Figure 1. Power grid.
Drawn at 3 px/um. Pins as bars on the die edge.
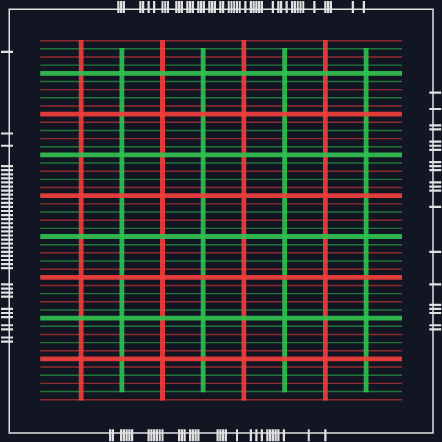
Figure 2. Routing congestion map.
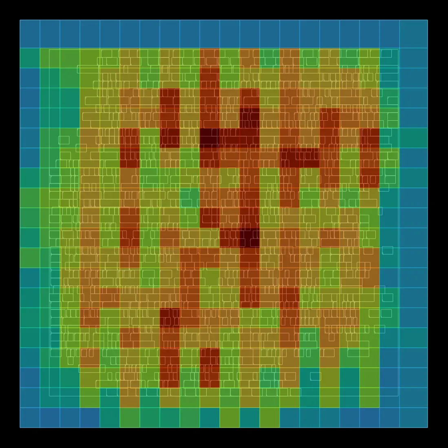
Figure 3. Cell density map.
Drawn at 2 px/um. 14 x 14 tiles, from white (low) to dark blue (high), 0 to 100% covered.
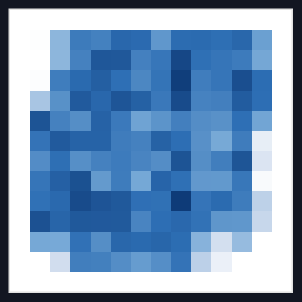
## src/rtl/jtag_scan_sequencer.sv

```systemverilog
// JTAG host-side scan sequencer: turns DR/IR scan, TAP-reset and idle-run commands
// into registered TMS/TDI streams, returning captured TDO bits for scans.
module jtag_scan_sequencer #(
    parameter int MAX_LEN = 64,
    parameter int LEN_W   = 7
) (
    input  logic               tck,
    input  logic               trst,
    input  logic               cmd_valid,
    output logic               cmd_ready,
    input  logic [1:0]         cmd_op,
    input  logic [LEN_W-1:0]   cmd_len,
    input  logic [MAX_LEN-1:0] cmd_data,
    output logic               rsp_valid,
    input  logic               rsp_ready,
    output logic [MAX_LEN-1:0] rsp_data,
    output logic               tap_tms,
    output logic               tap_tdi,
    input  logic               tap_tdo,
    output logic               busy
);

    localparam int IDX_W = (MAX_LEN > 1) ? $clog2(MAX_LEN) : 1;
    localparam logic [LEN_W-1:0] LEN_MAX = LEN_W'(MAX_LEN);
    localparam logic [1:0] OP_DR = 2'd0, OP_IR = 2'd1, OP_RST = 2'd2;

    typedef enum logic [2:0] {RST_SEQ, IDLE, HDR, SHIFT, EXIT, UPDATE, RUN, RSP} state_t;

    state_t             r_state;
    logic [LEN_W-1:0]   r_cnt;
    logic [1:0]         r_op;
    logic [LEN_W-1:0]   r_len;
    logic [MAX_LEN-1:0] r_data;
    logic [MAX_LEN-1:0] r_rsp;
    logic               r_tms;
    logic               r_tdi;

    state_t             w_state_next;
    logic [LEN_W-1:0]   w_cnt_next;
    logic               w_accept;
    logic [LEN_W-1:0]   w_len_clamp;
    logic [LEN_W-1:0]   w_len_eff;
    logic               w_ir_next;
    logic               w_tms_next;
    logic               w_tdi_next;

    assign cmd_ready   = (r_state == IDLE);
    assign rsp_valid   = (r_state == RSP);
    assign busy        = (r_state != IDLE);
    assign rsp_data    = r_rsp;
    assign tap_tms     = r_tms;
    assign tap_tdi     = r_tdi;
    assign w_accept    = cmd_valid & cmd_ready;
    assign w_len_clamp = (cmd_len > LEN_MAX) ? LEN_MAX : cmd_len;
    // Idle-run counts are cycle counts, not bit counts, so they bypass the clamp.
    assign w_len_eff   = (cmd_op == 2'd3) ? cmd_len : w_len_clamp;

    always_comb begin
        w_state_next = r_state;
        w_cnt_next   = r_cnt;
        case (r_state)
            RST_SEQ: begin
                if (r_cnt == LEN_W'(5)) begin
                    w_state_next = IDLE;
                    w_cnt_next   = '0;
                end else begin
                    w_cnt_next = r_cnt + 1'b1;
                end
            end
            IDLE: begin
                if (w_accept) begin
                    w_cnt_next = '0;
                    case (cmd_op)
                        OP_DR, OP_IR: w_state_next = (w_len_clamp == '0) ? RSP : HDR;
                        OP_RST:       w_state_next = RST_SEQ;
                        default:      w_state_next = (cmd_len == '0) ? IDLE : RUN;
                    endcase
                end
            end
            HDR: begin
                if (r_cnt == ((r_op == OP_IR) ? LEN_W'(3) : LEN_W'(2))) begin
                    w_cnt_next   = '0;
                    w_state_next = (r_len == LEN_W'(1)) ? EXIT : SHIFT;
                end else begin
                    w_cnt_next = r_cnt + 1'b1;
                end
            end
            SHIFT: begin
                w_cnt_next = r_cnt + 1'b1;
                if (r_cnt == r_len - LEN_W'(2)) w_state_next = EXIT;
            end
            EXIT:   w_state_next = UPDATE;
            UPDATE: w_state_next = RSP;
            RUN: begin
                if (r_cnt == r_len - LEN_W'(1)) begin
                    w_state_next = IDLE;
                    w_cnt_next   = '0;
                end else begin
                    w_cnt_next = r_cnt + 1'b1;
                end
            end
            RSP:     if (rsp_ready) w_state_next = IDLE;
            default: w_state_next = RST_SEQ;
        endcase
    end

    // TMS/TDI are computed for the upcoming cycle so the pins come straight from flops.
    always_comb begin
        w_ir_next  = w_accept ? (cmd_op == OP_IR) : (r_op == OP_IR);
        w_tms_next = 1'b0;
        w_tdi_next = 1'b0;
        case (w_state_next)
            RST_SEQ: w_tms_next = (w_cnt_next < LEN_W'(5));
            HDR:     w_tms_next = (w_cnt_next < (w_ir_next ? LEN_W'(2) : LEN_W'(1)));
            SHIFT:   w_tdi_next = r_data[w_cnt_next[IDX_W-1:0]];
            EXIT: begin
                w_tms_next = 1'b1;
                w_tdi_next = r_data[w_cnt_next[IDX_W-1:0]];
            end
            UPDATE:  w_tms_next = 1'b1;
            default: w_tms_next = 1'b0;
        endcase
    end

    always_ff @(posedge tck) begin
        if (trst) begin
            r_state <= RST_SEQ;
            r_cnt   <= '0;
            r_op    <= OP_DR;
            r_len   <= '0;
            r_data  <= '0;
            r_rsp   <= '0;
            r_tms   <= 1'b1;
            r_tdi   <= 1'b0;
        end else begin
            r_state <= w_state_next;
            r_cnt   <= w_cnt_next;
            r_tms   <= w_tms_next;
            r_tdi   <= w_tdi_next;
            if (w_accept) begin
                r_op   <= cmd_op;
                r_len  <= w_len_eff;
                r_data <= cmd_data;
                r_rsp  <= '0;
            end
            // TDO is sampled on the same edge that consumes the matching TDI bit.
            if (r_state == SHIFT || r_state == EXIT) r_rsp[r_cnt[IDX_W-1:0]] <= tap_tdo;
        end
    end

endmodule

```

## config.mk

```make
export PLATFORM = sky130hd
export DESIGN_NAME = jtag_scan_sequencer
export DESIGN_NICKNAME = d
export VERILOG_FILES = /design/src/rtl/jtag_scan_sequencer.sv
export SDC_FILE = /design/constraint.sdc
export NUM_CORES = 1
export LEC_CHECK = 0
export CORE_MARGIN = 10
export CORE_UTILIZATION = 50
export CTS_CLUSTER_DIAMETER = 50
export DETAILED_ROUTE_END_ITERATION = 7
export GPL_TIMING_DRIVEN = 0
export PLACE_DENSITY = 0.78
export SKIP_LAST_GASP = 1
export SYNTH_ARGS = -nofsm -noshare
export SYNTH_HDL_FRONTEND = slang
export SYNTH_SLANG_ARGS = --single-unit
```

## constraint.sdc

```tcl
create_clock -name tck -period 4.55 [get_ports tck]
set_clock_uncertainty 0.1 [all_clocks]
set_input_delay 0.6825 -clock tck [delete_from_list [all_inputs] [get_ports tck]]
set_output_delay 0.6825 -clock tck [all_outputs]
set_load 0.05 [all_outputs]
```

==> summary.rpt <==
RUN METRICS
----------------------------------------------------
[Run status]
  Status ........................ finished clean

[Route]
  Final routed DRC violation total ........................ 0
  Via total after detailed routing ........................ 7,596
  Iteration tally of the first detailed-router pass ........................ 5
  Starting DRT DRC Count ........................ 805
  Uppermost signal routing layer after detailed routing ........................ met4
  Sum of met2 wire segment lengths after detailed routing ........................ 11,000 um
  Total wire length ........................ 22,900 um
  Met3 routed WL ........................ 1850 um
  Routed metal-1 wire length ........................ 9660 um
  Vias/cell ........................ 5.67
  Post-detailed-route count of antenna-violating nets ........................ 0

[Yosys]
  Proportion of synthesized area in mux cells ........................ 5.97%
  Post-synth regs ........................ 149
  Cell type contributing the most total cell area after synthesis ........................ sky130_fd_sc_hd__dfxtp_1
  Top cell area share ........................ 40.9%
  Post-Synthesis Net Count ........................ 1,065
  Synth unique cells ........................ 57
  Post-synthesis chip area from yosys ........................ 0.00729 mm^2
  Yosys xor share ........................ 2.04%
  Largest combinational cell category by area ........................ simple AND/OR/NAND/NOR gates
  Total of warnings raised by yosys ........................ 0
  Number of enable flip-flop cells ........................ 0
  Share of the yosys chip area belonging to registers ........................ 40.9%
  Dominant register cell in the synthesized netlist ........................ sky130_fd_sc_hd__dfxtp_1
  Synth top area cells ........................ sky130_fd_sc_hd__dfxtp_1 (41%), sky130_fd_sc_hd__nand2_1 (12%), sky130_fd_sc_hd__a21oi_1 (11%)
  Average size of a mapped cell ........................ 7.44 um^2
  Synth Cell Area ........................ 0.00729 mm^2
  Synthesized-area fraction occupied by adder cells ........................ 1.03%
  Yosys stat cell total ........................ 981
  AND-OR/OR-AND share of the synthesized area ........................ 16.5%
  Most instantiated cells after synthesis ........................ sky130_fd_sc_hd__nand2_1 (230), sky130_fd_sc_hd__a21oi_1 (155), sky130_fd_sc_hd__dfxtp_1 (149)
  Post-Syn Instances ........................ 981
  Async set-reset flop share out of synthesis ........................ 0%
  Area fraction in and, or, nand and nor cells ........................ 27.7%

[Placement]
  Placed Cells incl. Taps ........................ 1,309
  Placer Congestion ........................ 0.896
  Total half-perimeter wirelength after legalization and detailed placement ........................ 16,800 um
  Post-DP Area ........................ 0.00897 mm^2
  DP Worst Slack ........................ 0.570 ns
  Buffers on Ports ........................ 144

[Final layout]
  Most numerous logic cells after layout ........................ sky130_fd_sc_hd__nand2_1 (230), sky130_fd_sc_hd__a21oi_1 (155), sky130_fd_sc_hd__dfxtp_1 (149)
  Area growth from synthesis to layout ........................ 30.9%
  Number of logic gates ........................ 730
  Count of flip-flops and latches ........................ 149
  Final Non-Filler Cells ........................ 1,340
  Most frequently placed logic cell in the final layout ........................ sky130_fd_sc_hd__nand2_1
  Fraction of final layout cells sized beyond drive strength 1 ........................ 4.33%
  Final clock-cell share ........................ 6.09%
  Non-CTS buffers ........................ 233
  Comb area ........................ 0.00388 mm^2
  Register area ........................ 0.00298 mm^2
  Nets ........................ 1,228
  ANT cells ........................ 0
  Inverters excl. clock ........................ 13
  Buffering overhead ........................ 19.1%
  Clock Buffer Count ........................ 21
  Dominant kind of cell ........................ combinational gates
  Logic share of the area ........................ 40.6%
  Final instance area ........................ 0.00955 mm^2
  Filler cell count in the final layout ........................ 1,314
  Fraction of area in registers ........................ 31.2%

[Worst setup path]
  Data required time of the critical path ........................ 4.79 ns
  Arrival time of data at the critical path endpoint ........................ 4.30 ns
  Classification of the worst setup path ........................ flip-flop to flip-flop
  Category of the worst setup path capture point ........................ flip-flop
  Highest net fanout along the worst path ........................ 10
  Library cell contributing the largest single delay on the critical path ........................ sky130_fd_sc_hd__buf_1
  Cell chain of the critical path ........................ clkbuf_1 > inv_1 > ha_1 > and3b_1 > a221oi_1 > o21ai_2 > nor4b_2 > or2_1 > buf_6 > o22ai_4 > buf_1 > mux2i_1 > o221ai_1 > a21o_1 > o32ai_1
  Family of cells with the greatest summed delay on the critical path ........................ buffers and inverters
  Total buffers and inverters traversed by the critical path ........................ 4
  Critical Path Start Type ........................ flip-flop

[Die]
  Well-Tap Cells ........................ 184
  Full die area ........................ 0.0198 mm^2
  Site Rows ........................ 44
  Num ports ........................ 147

[Clock tree]
  Total of cells resized after clock tree synthesis ........................ 0
  CTS Hold Bufs ........................ 0
  CTS Root Cell ........................ sky130_fd_sc_hd__clkbuf_16
  Clock tree from TritonCTS ........................ built
  Setup fix buffers added after clock tree synthesis ........................ 0
  Clock Tree Buf Depth ........................ 2
  Clock tree sinks ........................ 149
  Deepest level of the CTS H-tree ........................ 4
  Clock latency of the later-clocked register in the worst-skew pair ........................ 0.43 ns
  Clock Pin Slew Worst Setup and Hold Paths ........................ 0.06 ns
  CTS buffer count ........................ 17

[Timing]
  Final min period ........................ 4.06 ns
  Setup TNS ........................ 0 ns
  Final Max Tran Viols ........................ 0
  Share of the cycle needed by the critical path after routing ........................ 89.2%
  Max Freq ........................ 246 MHz
  Worst Tran Pin Value ........................ 1.01 ns
  Number of hold violations in the final report ........................ 0
  Slew headroom ........................ 30.7%
  Worst Hold Slack ........................ 0.349 ns
  Worst setup margin ........................ 0.489 ns

[GRT]
  Global-route wire length before repair ........................ 36,300 um
  Total gr overflow ........................ 0
  Number of global-route vias before repair ........................ 7,210
  Maximum number of pins on one net before global-route repair ........................ 17
  Met3 usage ........................ 6.11%
  Antenna violations before repair ........................ 0
  Total Routing Usage GR ........................ 22.2%

[Pwr]
  Static power due to leakage ........................ 0.00310 uW
  Switching power ........................ 966 uW
  Max power group ........................ clock
  Sequential share of power ........................ 39.7%
  Sequential cell power ........................ 1360 uW
  Total Power ........................ 3420 uW
  Power attributed to combinational cells ........................ 656 uW
  Switching Fraction ........................ 28.3%
  Power share of the clock group ........................ 41.1%
  Share of total power in combinational logic ........................ 19.2%
  Clock network power ........................ 1400 uW
  Design internal power ........................ 2450 uW
  Power per standard cell area ........................ 358 mW/mm^2

[Hold path]
  Hold Crit Class ........................ flip-flop to flip-flop

[Run]
  Number of warnings in the stage logs ........................ 29
  Max-cap viol count ........................ 0

----------------------------------------------------
Notes on Figure 1 above:
Green marks VDD. Red marks VSS.
8 straps on met5. 8 straps on met4. The core has 44 rows.
peak supply drop: 0.271 mV
Die Wd: 141 um
Die Ht: 141 um
Floorplan Core Area: 0.0144 mm^2

Notes on Figure 2 above:
met1 Resource Use GR: 27.3%
grt peak-use layer: met2
global routing usage on met2: 36.8%
wire length per cell: 17.1 um

Notes on Figure 3 above:
The emptiest ninth of the die: lower right. 24% of the tiles are over 75% full. 30% of the tiles are nearly empty.
Initial Util: 50.6%
final core utilization: 66.2%

## path summary, 6_finish.rpt
check,startpoint,endpoint,slack (ns),cells past startpoint
worst max register to register,r_cnt[1],tap_tdi,0.49,15
worst max-delay path,r_cnt[1],tap_tdi,0.49,15
worst min register to register,r_op[1],r_op[1],0.35,2
worst min-delay path,r_op[1],r_op[1],0.35,2
## sequential cells by signal, summed over array words and instances, names as in the netlist
register  flops
r_data       64
rsp_data     64
r_cnt         7
r_len         7
r_state       3
r_op          2
tap_tdi       1
tap_tms       1
## worst min-delay path, delay by kind of cell, from the launching register on
kind,cells,cell delay [ns]
flops,1,0.30
simple gates,1,0.05
compound gates,1,0.05
No activity file was given, so power comes from the tool's default toggle rates.
